==> config.mk <==
export PLATFORM = sky130hd
export DESIGN_NAME = bldcm_udiv_seq
export DESIGN_NICKNAME = d
export VERILOG_FILES = /design/src/rtl/bldcm_udiv_seq_pkg.sv /design/src/rtl/bldcm_div_step.sv /design/src/rtl/bldcm_udiv_seq.sv
export SDC_FILE = /design/constraint.sdc
export NUM_CORES = 1
export LEC_CHECK = 0
export CAP_MARGIN = 10
export CORE_MARGIN = 2
export CORE_UTILIZATION = 50
export DETAILED_ROUTE_END_ITERATION = 10
export PLACE_DENSITY = 0.8
export REMOVE_ABC_BUFFERS = 1
export SLEW_MARGIN = 10
export SYNTH_ARGS = -nofsm -noshare
export SYNTH_HDL_FRONTEND = slang
export SYNTH_SLANG_ARGS = --single-unit
==> constraint.sdc <==
create_clock -name iClock -period 3.9 [get_ports iClock]
set_input_delay 0.78 -clock iClock [delete_from_list [all_inputs] [get_ports iClock]]
set_output_delay 0.78 -clock iClock [all_outputs]
set_load 0.01 [all_outputs]
==> src/rtl/bldcm_udiv_seq_pkg.sv <==
// rtl/bldcm_udiv_seq_pkg.sv - shared state type and sizing helpers for the sequential divider
package mBldcm_DivPkg;

    typedef enum logic [1:0] {
        IDLE = 2'd0,
        CALC = 2'd1,
        FIX  = 2'd2,
        DONE = 2'd3
    } div_state_t;

    // Widest quotient supported; the top slices the all-ones default down to its own width.
    localparam int unsigned QUOT_MAX_WIDTH = 64;
    localparam logic [QUOT_MAX_WIDTH-1:0] QUOT_ALL_ONES = '1;

    function automatic int step_cnt_width(input int width_numer, input int bits_per_cycle);
        return $clog2(width_numer / bits_per_cycle + 1);
    endfunction

endpackage

==> src/rtl/bldcm_div_step.sv <==
// rtl/bldcm_div_step.sv - combinational restoring-subtract chain resolving pBitsPerCycle quotient bits
module bldcm_div_step #(
    parameter int pWidthDenom   = 16,
    parameter int pBitsPerCycle = 1
) (
    input  logic [pWidthDenom-1:0]   part_rem,
    input  logic [pWidthDenom-1:0]   divisor,
    input  logic [pBitsPerCycle-1:0] numer_bits,
    output logic [pWidthDenom-1:0]   next_rem,
    output logic [pBitsPerCycle-1:0] quot_bits
);

    always_comb begin
        logic [pWidthDenom:0]   trial;
        logic [pWidthDenom-1:0] rem_work;
        trial     = '0;
        rem_work  = part_rem;
        quot_bits = '0;
        // Most significant numerator bit is consumed first.
        for (int i = pBitsPerCycle - 1; i >= 0; i--) begin
            trial = {rem_work, numer_bits[i]};
            if (trial >= {1'b0, divisor}) begin
                trial        = trial - {1'b0, divisor};
                quot_bits[i] = 1'b1;
            end
            rem_work = trial[pWidthDenom-1:0];
        end
        next_rem = rem_work;
    end

endmodule

==> src/rtl/bldcm_udiv_seq.sv <==
// rtl/bldcm_udiv_seq.sv - multi-cycle divider with valid/ready handshakes; BLDCM_DIV_SIGNED_EN enables signed mode
module bldcm_udiv_seq
    import mBldcm_DivPkg::*;
#(
    parameter int pWidthNumer   = 32,
    parameter int pWidthDenom   = 16,
    parameter int pBitsPerCycle = 1
) (
    input  logic                   iClock,
    input  logic                   iReset,
    input  logic                   iValid,
    output logic                   oReady,
    input  logic [pWidthNumer-1:0] iNumer,
    input  logic [pWidthDenom-1:0] iDenom,
    input  logic                   iSigned,
    output logic                   oValid,
    input  logic                   iReady,
    output logic [pWidthNumer-1:0] oQuotient,
    output logic [pWidthDenom-1:0] oRemain,
    output logic                   oDivZero
);

    localparam int NUM_STEPS = pWidthNumer / pBitsPerCycle;
    localparam int CNT_WIDTH = step_cnt_width(pWidthNumer, pBitsPerCycle);
    localparam logic [CNT_WIDTH-1:0] LAST_STEP = CNT_WIDTH'(NUM_STEPS - 1);

    div_state_t state, state_nxt;

    // Numerator shifts out of the top while quotient bits shift in at the bottom.
    logic [pWidthNumer-1:0]   quot;
    logic [pWidthDenom-1:0]   part_rem;
    logic [pWidthDenom-1:0]   divisor;
    logic [CNT_WIDTH-1:0]     step_cnt;
    logic                     div_zero;
    logic                     accept;
    logic                     last_step;
    logic [pWidthNumer-1:0]   numer_mag;
    logic [pWidthDenom-1:0]   denom_mag;
    logic [pWidthDenom-1:0]   next_rem;
    logic [pBitsPerCycle-1:0] quot_bits;

`ifdef BLDCM_DIV_SIGNED_EN
    logic numer_neg;
    logic denom_neg;
    logic neg_quot;
    logic neg_rem;

    assign numer_neg = iSigned & iNumer[pWidthNumer-1];
    assign denom_neg = iSigned & iDenom[pWidthDenom-1];
    assign numer_mag = numer_neg ? -iNumer : iNumer;
    assign denom_mag = denom_neg ? -iDenom : iDenom;

    // Quotient truncates toward zero; remainder follows the dividend's sign.
    always_ff @(posedge iClock) begin
        if (iReset) begin
            neg_quot <= 1'b0;
            neg_rem  <= 1'b0;
        end else if (accept) begin
            neg_quot <= numer_neg ^ denom_neg;
            neg_rem  <= numer_neg;
        end
    end
`else
    logic unused_signed;
    assign unused_signed = iSigned;
    assign numer_mag     = iNumer;
    assign denom_mag     = iDenom;
`endif

    bldcm_div_step #(
        .pWidthDenom  (pWidthDenom),
        .pBitsPerCycle(pBitsPerCycle)
    ) u_step (
        .part_rem  (part_rem),
        .divisor   (divisor),
        .numer_bits(quot[pWidthNumer-1 -: pBitsPerCycle]),
        .next_rem  (next_rem),
        .quot_bits (quot_bits)
    );

    always_comb begin
        state_nxt = state;
        accept    = 1'b0;
        last_step = (step_cnt == LAST_STEP);
        case (state)
            IDLE: begin
                if (iValid) begin
                    accept    = 1'b1;
                    state_nxt = (iDenom == '0) ? DONE : CALC;
                end
            end
            CALC: begin
                if (last_step) begin
`ifdef BLDCM_DIV_SIGNED_EN
                    state_nxt = FIX;
`else
                    state_nxt = DONE;
`endif
                end
            end
            FIX:     state_nxt = DONE;
            DONE:    if (iReady) state_nxt = IDLE;
            default: state_nxt = IDLE;
        endcase
    end

    always_ff @(posedge iClock) begin
        if (iReset) begin
            state    <= IDLE;
            quot     <= '0;
            part_rem <= '0;
            divisor  <= '0;
            step_cnt <= '0;
            div_zero <= 1'b0;
        end else begin
            state <= state_nxt;
            case (state)
                IDLE: begin
                    if (accept) begin
                        step_cnt <= '0;
                        if (iDenom == '0) begin
                            quot     <= QUOT_ALL_ONES[pWidthNumer-1:0];
                            part_rem <= iNumer[pWidthDenom-1:0];
                            div_zero <= 1'b1;
                        end else begin
                            quot     <= numer_mag;
                            part_rem <= '0;
                            divisor  <= denom_mag;
                            div_zero <= 1'b0;
                        end
                    end
                end
                CALC: begin
                    quot     <= {quot[pWidthNumer-pBitsPerCycle-1:0], quot_bits};
                    part_rem <= next_rem;
                    step_cnt <= step_cnt + CNT_WIDTH'(1);
                end
`ifdef BLDCM_DIV_SIGNED_EN
                FIX: begin
                    if (neg_quot) quot <= -quot;
                    if (neg_rem)  part_rem <= -part_rem;
                end
`endif
                default: ;
            endcase
        end
    end

    assign oReady    = (state == IDLE);
    assign oValid    = (state == DONE);
    assign oQuotient = quot;
    assign oRemain   = part_rem;
    assign oDivZero  = div_zero;

endmodule

### Gate families picked out

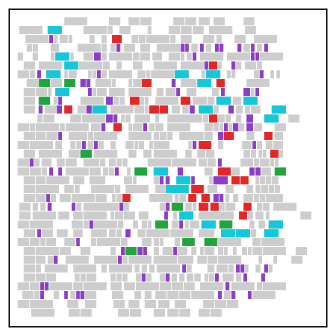
green -> mux cells  # cells 12, most used mux2i_1
purple -> nand cells  # cells 98, most used nand2_1, where spread over the die
red -> non-inverting ao/oa cells  # cells 26, most used o21a_1
cyan -> fa/ha/maj cells  # cells 23, most used ha_1

==> impl_metrics.csv <==
group,metric,value,unit
yosys,ys_seq_share,0.336,
clock_network,cts_resized,0,
die,rows,34,
yosys,syn-cell-area,0.00435,sq mm
routing,vias,4472,
grt,antenna_found_initial,0,
routing,avgViaCountPerCell,5.97,
cells_and_area,final-comb-area,0.00263,sq mm
setup_path,cp-start-kind,"flip-flop",
setup_path,regToRegStartpoint,"state[1]",
power,p_comb_frac,0.651,
setup_path,cp-startpoint,"state[1]",
routing,drtPass1Iterations,5,
clock_network,post_cts_buffers,0,
hold_path,hp-start,"divisor[10]",
final_timing,period_used_share,0.802,
routing,drc,0,
setup_path,worst-path-max-fanout,45,
routing,antenna_left,0,
grt,grt_first_pass_wirelength,19900,microns
clock_network,cts_buffers,9,
final_timing,finalClockSkew,8.39,ps
setup_path,critical_path_arrival,3400,ps
flow_run,tool_warnings,30,
yosys,synth_cells,558,
die,initCoreUtil,0.507,
clock_network,cts_tree,"built",
final_timing,setup_ws,773,ps
cells_and_area,fillers,723,
place,portBuffers,102,
final_timing,hold_viol_final,0,
die,core,0.00859,sq mm
yosys,edf_count,0,
place,place_ws,763,ps
power,leakage,2.10,nW
grt,grt_max_degree,47,
yosys,yosys.area_share.adder,0.0678,
final_timing,fmax,320,MHz
place,gp_congestion,0.893,
yosys,synth.distinct_cells,57,
yosys,flop_cell,"dfxtp_1",
setup_path,cp.required,4170,ps
power,power,5.68,mW
yosys,ys_top_logic_family,"AND-OR/OR-AND gates",
final_timing,relSlewSlack,0.245,
clock_network,path_clk_slew,80,ps
cells_and_area,area_growth,29.5,%
yosys,ys_ff,73,
routing,wire_per_inst,16.2,microns
grt,grt_pass1_vias,4270,
yosys,yosys-stat-area,0.00435,sq mm
power,p_clk_frac,0.131,
final_timing,rsz0062_at_grt,"no",
clock_network,cts_sinks,73,
outcome,status,"completed",
power,pwr-share-seq,0.218,
yosys,async_flop_share,0,
final_timing,slew_viol_final,0,
hold_path,hp-class,"reg2reg",
grt,grt-ovfl-total,0,
yosys,synth-xor-area-share,0.0181,
cells_and_area,nets,712,
clock_network,clk_latency,350,ps
cells_and_area,seq_area,0.00146,sq mm
yosys,simple_gate_share,0.194,
routing,wirelength,12100,microns
yosys,mux_area_frac,0.0290,
flow_run,maxCapViolCount,0,
final_timing,fin_crit,3130,ps
power,switching_power,2.58,mW
place,place_inst,733,
cells_and_area,diodes,0,
die,die_area,0.00947,sq mm
final_timing,setup-tns-final,0,ps
power,p_per_area,1010,mW/mm^2
clock_network,clk_path_buf_depth,2,
cells_and_area,drive_above_1_share,0.0562,
yosys,synthAoiAreaFrac,0.293,
final_timing,setup_violations,0,
cells_and_area,fin_cells,749,
power,vdd_drop_max,551,uV
routing,first_iter_violations,264,
final_timing,tightestPinTransition,1130,ps
power,p_sw_frac,0.455,
yosys,ys_warn_count,0,
### Metal 3

Bar = 20 microns.
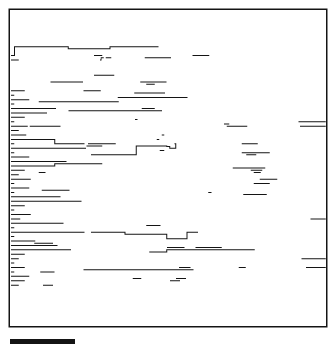
nets with wire on the layer = 91
longest straight run = 33.6 microns

## Yosys cell counts (7+ instances only)
master / n / area [sq um]
nor2_1: 37 / 139
inv_1: 24 / 90.1
ha_1: 22 / 275
nand3_1: 13 / 65.1
dfxtp_1: 73 / 1460
a21o_1: 7 / 52.6
nor2b_1: 15 / 93.8
a221oi_1: 7 / 61.3
o221ai_1: 17 / 149
nand2_1: 78 / 293
nor3_1: 12 / 60.1
mux2i_1: 7 / 70.1
a21oi_1: 80 / 400
o21ai_0: 23 / 115
a211oi_1: 9 / 67.6
clkbuf_1: 31 / 116
o21a_1: 9 / 67.6
## layer usage
| metal | share of wire | GRT usage | up-vias | wire [microns] |
|---|---|---|---|---|
| met1 | 0.43 | 0.314 | 2149 | 5280 |
| met3 | 0.066 | 0.0612 | 8 | 803 |
| met5 | 0 | 0 | - | 0 |
| met2 | 0.49 | 0.431 | 153 | 5970 |
| li1 | - | - | 2162 | - |
| met4 | 0.0068 | 0.0641 | 0 | 82 |
## sequential cells by signal (all words and copies together), names as in the netlist
signal     count
divisor       16
oDivZero       1
oQuotient     32
oRemain       16
state          2
step_cnt       6
## worst paths after layout
kind	end	slack, ps	cells after the start
worst max-delay path	oQuotient[14]	770	6
worst max register to register	oQuotient[14]	770	6
worst min-delay path	divisor[10]	460	2
worst min register to register	divisor[10]	460	2
## cells by family after synthesis
family,count (synthesis)
AND-OR/OR-AND,192
XOR/XNOR,9
adder cells (fa/ha/maj),23
buffers and inverters,66
flip-flops,73
multiplexers,12
AND/OR/NAND/NOR,183
## cell usage in the layout (no fill, tap or decap), types with 4 or more instances in the layout
cell,count
a211oi_1,9
a21o_1,7
a21oi_1,80
a221oi_1,7
and2_1,6
buf_4,7
clkbuf_8,10
clkdlybuf4s50_1,101
dfxtp_1,73
ha_1,22
inv_1,24
mux2i_1,7
nand2_1,78
nand2b_1,4
nand3_1,13
nor2_1,37
nor2b_1,15
nor3_1,12
nor4_1,5
o21a_1,9
o21ai_0,23
o221ai_1,17
o31ai_1,6
xnor2_1,5
xor2_1,4
## through the flow
step / utilization / area (sq um)
4_1_cts: 0.656 / 5640
2_1_floorplan: - / 4170
3_3_place_gp: 0.627 / 5390
3_5_place_dp: 0.627 / 5390
5_1_grt: 0.656 / 5640
6_report: 0.656 / 5640
## power groups by stage
stage	logic, mW	registers, mW	clock network [mW]
floorplan	2.41	1.29	0
global placement	3.57	1.24	0
detailed placement	3.63	1.24	0
CTS	3.66	1.23	0.747
global route	4.06	1.27	0.780
finish	3.70	1.24	0.744
## worst max-delay path, cell delays in order, from the launching register on
cell,delay [ps]
dfxtp_1,350
inv_1,110
ha_1,170
inv_1,350
o21ai_4,970
nand3_1,770
a21oi_1,320
## cell type report
cell class              count  area share
repair buffers            109       0.189
flip-flops and latches     73       0.259
well taps                 108      0.0240
multi-input cells         419       0.467
inverters                  24      0.0160
clock inverters             6      0.0204
clock buffers              10      0.0244
No activity file was given, so power comes from the tool's default toggle rates.
